==> config.mk <==
export PLATFORM = sky130hd
export DESIGN_NAME = seg_scan_ctrl
export DESIGN_NICKNAME = d
export VERILOG_FILES = /design/src/rtl/seg_scan_ctrl.sv
export SDC_FILE = /design/constraint.sdc
export NUM_CORES = 1
export LEC_CHECK = 0
export CAP_MARGIN = 15
export CORE_MARGIN = 2
export CORE_UTILIZATION = 30
export CTS_CLUSTER_SIZE = 10
export DETAILED_ROUTE_END_ITERATION = 12
export GPL_ROUTABILITY_DRIVEN = 0
export GPL_TIMING_DRIVEN = 0
export SLEW_MARGIN = 20
export SYNTH_ARGS = -nofsm -noshare
export SYNTH_HDL_FRONTEND = slang
export SYNTH_SLANG_ARGS = --single-unit
==> constraint.sdc <==
create_clock -name clk_i -period 3.9 [get_ports clk_i]
set_input_delay 0.78 -clock clk_i [delete_from_list [all_inputs] [get_ports clk_i]]
set_output_delay 0.78 -clock clk_i [all_outputs]
set_load 0.01 [all_outputs]
==> src/rtl/seg_scan_ctrl.sv <==
// Scan scheduler for a 4-digit multiplexed 7-segment display with double-buffered
// content, frame-boundary commit handshake and per-slot PWM brightness.
module seg_scan_ctrl #(
    parameter int unsigned DWELL = 100_000
) (
    input  logic        clk_i,
    input  logic        rst_i,
    input  logic [15:0] val_i,
    input  logic [3:0]  blank_i,
    input  logic [3:0]  dp_i,
    input  logic [2:0]  bright_i,
    input  logic        load_i,
    output logic        busy_o,
    output logic        ack_o,
    output logic        frame_o,
    output logic [11:0] seg_o
);

    localparam int unsigned SLOT_LEN = DWELL / 8;
    localparam int unsigned CW       = $clog2(DWELL);
    localparam int unsigned SW       = $clog2(SLOT_LEN);
    localparam logic [CW-1:0] CNT_LAST = CW'(DWELL - 1);
    localparam logic [SW-1:0] SUB_LAST = SW'(SLOT_LEN - 1);

    typedef enum logic {
        ST_IDLE = 1'b0,
        ST_PEND = 1'b1
    } hs_state_t;

    hs_state_t state_q, state_d;

    logic [CW-1:0] cnt_q, cnt_d;
    logic [SW-1:0] sub_q, sub_d;
    logic [2:0]    slot_q, slot_d;
    logic [1:0]    digit_q, digit_d;
    logic [2:0]    bright_q, bright_d;

    logic [15:0] pend_val_q, shad_val_q;
    logic [3:0]  pend_blank_q, shad_blank_q;
    logic [3:0]  pend_dp_q, shad_dp_q;

    logic        ack_q, frame_q;
    logic [11:0] seg_q, seg_d;

    logic dwell_end, sub_end, frame_edge;
    logic capture, commit;
    logic [3:0] nib;
    logic       lit;

    assign dwell_end  = (cnt_q == CNT_LAST);
    assign sub_end    = (sub_q == SUB_LAST);
    assign frame_edge = dwell_end && (digit_q == 2'd3);

    function automatic logic [6:0] hex7(input logic [3:0] n);
        logic [6:0] h;
        case (n)
            4'h0: h = 7'h40;
            4'h1: h = 7'h79;
            4'h2: h = 7'h24;
            4'h3: h = 7'h30;
            4'h4: h = 7'h19;
            4'h5: h = 7'h12;
            4'h6: h = 7'h02;
            4'h7: h = 7'h78;
            4'h8: h = 7'h00;
            4'h9: h = 7'h10;
            4'hA: h = 7'h08;
            4'hB: h = 7'h03;
            4'hC: h = 7'h46;
            4'hD: h = 7'h21;
            4'hE: h = 7'h06;
            default: h = 7'h0E;
        endcase
        return h;
    endfunction

    // Scan counters: the slot sub-counter is realigned at every digit change so
    // slot 7 always ends exactly on the dwell boundary.
    always_comb begin
        cnt_d    = cnt_q + 1'b1;
        sub_d    = sub_q + 1'b1;
        slot_d   = slot_q;
        digit_d  = digit_q;
        bright_d = bright_q;
        if (dwell_end) begin
            cnt_d    = '0;
            sub_d    = '0;
            slot_d   = '0;
            digit_d  = digit_q + 1'b1;
            bright_d = bright_i;
        end else if (sub_end) begin
            sub_d  = '0;
            slot_d = slot_q + 1'b1;
        end
    end

    always_comb begin
        state_d = state_q;
        capture = 1'b0;
        commit  = 1'b0;
        case (state_q)
            ST_IDLE: begin
                if (load_i) begin
                    capture = 1'b1;
                    state_d = ST_PEND;
                end
            end
            ST_PEND: begin
                if (frame_edge) begin
                    commit  = 1'b1;
                    state_d = ST_IDLE;
                end
            end
            default: state_d = ST_IDLE;
        endcase
    end

    // Output decode uses the current scan state; the register adds the one-cycle latency.
    always_comb begin
        nib   = shad_val_q[{digit_q, 2'b00} +: 4];
        lit   = (slot_q <= bright_q) && !shad_blank_q[digit_q];
        seg_d = 12'hFFF;
        if (lit) begin
            seg_d = {~(4'b0001 << digit_q), ~shad_dp_q[digit_q], hex7(nib)};
        end
    end

    always_ff @(posedge clk_i or posedge rst_i) begin
        if (rst_i) begin
            state_q      <= ST_IDLE;
            cnt_q        <= '0;
            sub_q        <= '0;
            slot_q       <= '0;
            digit_q      <= '0;
            bright_q     <= 3'd7;
            pend_val_q   <= '0;
            pend_blank_q <= '0;
            pend_dp_q    <= '0;
            shad_val_q   <= '0;
            shad_blank_q <= '0;
            shad_dp_q    <= '0;
            ack_q        <= 1'b0;
            frame_q      <= 1'b0;
            seg_q        <= 12'hFFF;
        end else begin
            state_q  <= state_d;
            cnt_q    <= cnt_d;
            sub_q    <= sub_d;
            slot_q   <= slot_d;
            digit_q  <= digit_d;
            bright_q <= bright_d;
            if (capture) begin
                pend_val_q   <= val_i;
                pend_blank_q <= blank_i;
                pend_dp_q    <= dp_i;
            end
            if (commit) begin
                shad_val_q   <= pend_val_q;
                shad_blank_q <= pend_blank_q;
                shad_dp_q    <= pend_dp_q;
            end
            ack_q   <= commit;
            frame_q <= frame_edge;
            seg_q   <= seg_d;
        end
    end

    assign busy_o  = (state_q == ST_PEND);
    assign ack_o   = ack_q;
    assign frame_o = frame_q;
    assign seg_o   = seg_q;

endmodule

==> run_summary.xml <==
<?xml version="1.0" encoding="UTF-8"?>
<metrics>
  <group name="pwr">
    <metric name="cell_internal_power_dissipation" unit="mW">1.70</metric>
    <metric name="clock_power" unit="mW">0.960</metric>
    <metric name="cellLeakagePower" unit="nW">2.55</metric>
    <metric name="pwr.group.combinational" unit="mW">0.0805</metric>
    <metric name="net_sw_frac" unit="">0.206</metric>
    <metric name="seq-power" unit="mW">1.10</metric>
  </group>
  <group name="hold_path">
    <metric name="min-delay-path-class" unit="">reg2reg</metric>
    <metric name="min_to" unit="">cnt_q[0]</metric>
    <metric name="worst_hold_path.num_cells" unit="">1</metric>
  </group>
  <group name="logic_synthesis">
    <metric name="ys_area" unit="um^2">4640</metric>
    <metric name="async_flop_share" unit="">1.00</metric>
    <metric name="synthTopLogicFamily" unit="">multiplexers</metric>
    <metric name="ys.flop_type" unit="">sky130_fd_sc_hd__dfrtp_1</metric>
    <metric name="synthesis.nets" unit="">424</metric>
    <metric name="adder_and_majority_cell_fraction_of_the_synthesized_area" unit="">0.0432</metric>
    <metric name="ys_sh_xor" unit="">0.0548</metric>
    <metric name="enable_flop_cells" unit="">0</metric>
    <metric name="synthCells" unit="">378</metric>
  </group>
  <group name="grt">
    <metric name="grt_pass1_vias" unit="">3030</metric>
    <metric name="grtUsageTotal" unit="">0.112</metric>
    <metric name="grt_pass1_wl" unit="mm">14.9</metric>
    <metric name="grt-ovfl-total" unit="">0</metric>
  </group>
  <group name="setup_path">
    <metric name="timing.reg2reg.setup_slack" unit="ps">1240</metric>
    <metric name="cp_cell_sequence" unit="">buf_1 &gt; mux4_2 &gt; inv_1 &gt; ha_1 &gt; nor2_1 &gt; a31oi_1 &gt; o211a_1 &gt; a21oi_1 &gt; o21ai_0</metric>
    <metric name="worstSetupEndpointType" unit="">register</metric>
    <metric name="setup.worst_path.class" unit="">reg2reg</metric>
    <metric name="cp_slowest_stage_delay" unit="ps">490</metric>
    <metric name="critPathLaunchType" unit="">register</metric>
    <metric name="critical_path.n_buffers_inverters" unit="">2</metric>
  </group>
  <group name="sta">
    <metric name="fmax" unit="MHz">376</metric>
    <metric name="setup_viol" unit="">0</metric>
    <metric name="setup_total_negative_slack" unit="ps">0</metric>
  </group>
  <group name="clock_tree">
    <metric name="cts_inserted_buffers" unit="">9</metric>
    <metric name="clock_tree_from_tritoncts" unit="">done</metric>
    <metric name="clk_pin_slew" unit="ps">70</metric>
    <metric name="cts_post_setup_buffers_inserted" unit="">0</metric>
  </group>
  <group name="final_layout">
    <metric name="design.final.nets" unit="">480</metric>
  </group>
  <group name="status">
    <metric name="status" unit="">finished, final reports clean</metric>
  </group>
  <group name="placement">
    <metric name="place_area" unit="um^2">5340</metric>
  </group>
  <group name="detailed_routing">
    <metric name="detail-route-antenna-nets" unit="">0</metric>
  </group>
</metrics>
-- layout make-up --
| type | instances | area share |
|---|---|---|
| well taps | 188 | 0.0415 |
| flip-flops and latches | 102 | 0.454 |
| multi-input cells | 244 | 0.340 |
| plain buffers | 15 | 0.0137 |
| repair buffers | 45 | 0.0826 |
| clock inverters | 7 | 0.0168 |
| inverters | 17 | 0.0121 |
| clock buffers | 9 | 0.0398 |
-- registers in the layout, indices dropped and copies added, names as in the netlist --
| register | count |
|---|---|
| shad_val_q | 16 |
| seg_o | 12 |
| frame_o | 1 |
| pend_dp_q | 4 |
| sub_q | 14 |
| pend_val_q | 16 |
| pend_blank_q | 4 |
| shad_blank_q | 4 |
| ack_o | 1 |
| digit_q | 2 |
| shad_dp_q | 4 |
| cnt_q | 17 |
| busy_o | 1 |
| slot_q | 3 |
| bright_q | 3 |
-- worst register-to-register path: stages (launching register included) --
cell,delay (ps)
sky130_fd_sc_hd__dfrtp_1,490
sky130_fd_sc_hd__buf_1,480
sky130_fd_sc_hd__mux4_2,470
sky130_fd_sc_hd__inv_1,170
sky130_fd_sc_hd__ha_1,250
sky130_fd_sc_hd__nor2_1,60
sky130_fd_sc_hd__a31oi_1,190
sky130_fd_sc_hd__o211a_1,170
sky130_fd_sc_hd__a21oi_1,40
sky130_fd_sc_hd__o21ai_0,250
-- Yosys cell counts, types with 2 or more instances --
library cell,number,area (um^2)
sky130_fd_sc_hd__a21oi_1,7,35.0
sky130_fd_sc_hd__a31oi_1,2,12.5
sky130_fd_sc_hd__and2_1,2,12.5
sky130_fd_sc_hd__and3_1,6,37.5
sky130_fd_sc_hd__buf_2,2,10.0
sky130_fd_sc_hd__buf_6,2,22.5
sky130_fd_sc_hd__clkbuf_1,9,33.8
sky130_fd_sc_hd__dfrtp_1,87,2180
sky130_fd_sc_hd__dfstp_2,15,394
sky130_fd_sc_hd__ha_1,16,200
sky130_fd_sc_hd__inv_1,17,63.8
sky130_fd_sc_hd__mux2_1,18,203
sky130_fd_sc_hd__mux2_2,34,383
sky130_fd_sc_hd__mux2i_1,8,80.1
sky130_fd_sc_hd__mux4_2,5,113
sky130_fd_sc_hd__nand2_1,23,86.3
sky130_fd_sc_hd__nand3_1,22,110
sky130_fd_sc_hd__nand4_1,3,18.8
sky130_fd_sc_hd__nor2_1,35,131
sky130_fd_sc_hd__nor2b_1,2,12.5
sky130_fd_sc_hd__nor3_1,5,25.0
sky130_fd_sc_hd__o211ai_1,3,22.5
sky130_fd_sc_hd__o21ai_0,8,40.0
sky130_fd_sc_hd__o311ai_0,2,17.5
sky130_fd_sc_hd__or3_1,3,18.8
sky130_fd_sc_hd__xnor2_1,15,131
sky130_fd_sc_hd__xor2_1,14,123
-- through the flow --
stage,power (mW),hold slack (ps),std cells
after global placement,1.20,459,610
after global routing,2.22,502,627
after floorplan,1.16,447,378
final,2.14,480,627
after CTS,2.17,480,627
after detailed placement,1.21,471,611
-- layer usage --
metal	global-route usage	wire length, um	up-vias
met5	0	0	-
met4	0.0330	91	0
met3	0.0246	231	8
met2	0.188	4200	34
met1	0.147	3960	1465
li1	-	-	1409
Wires at chosen ports, followed through buffers:
Scale: 2 px per um.
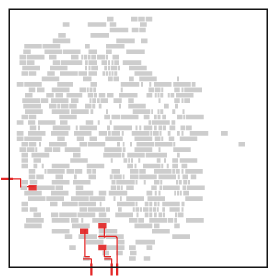
Key: red = `blank_i` [bits 4, direction input, edge 3 south, 1 west, end cells 4, buffers 4, wire 80.2 um]
PortBufs: 44
number of top-level pins: 45

Placed standard cells:
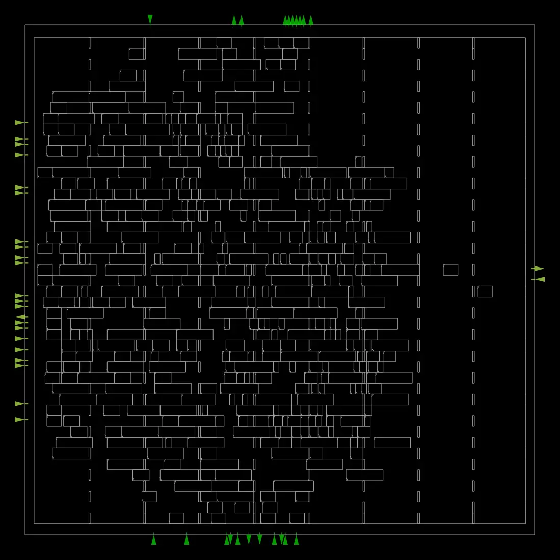
sequential fraction of total cell area: 0.454
layout filler cell count: 1458

Power figures rest on the tool's default switching activity, not on a simulated workload.
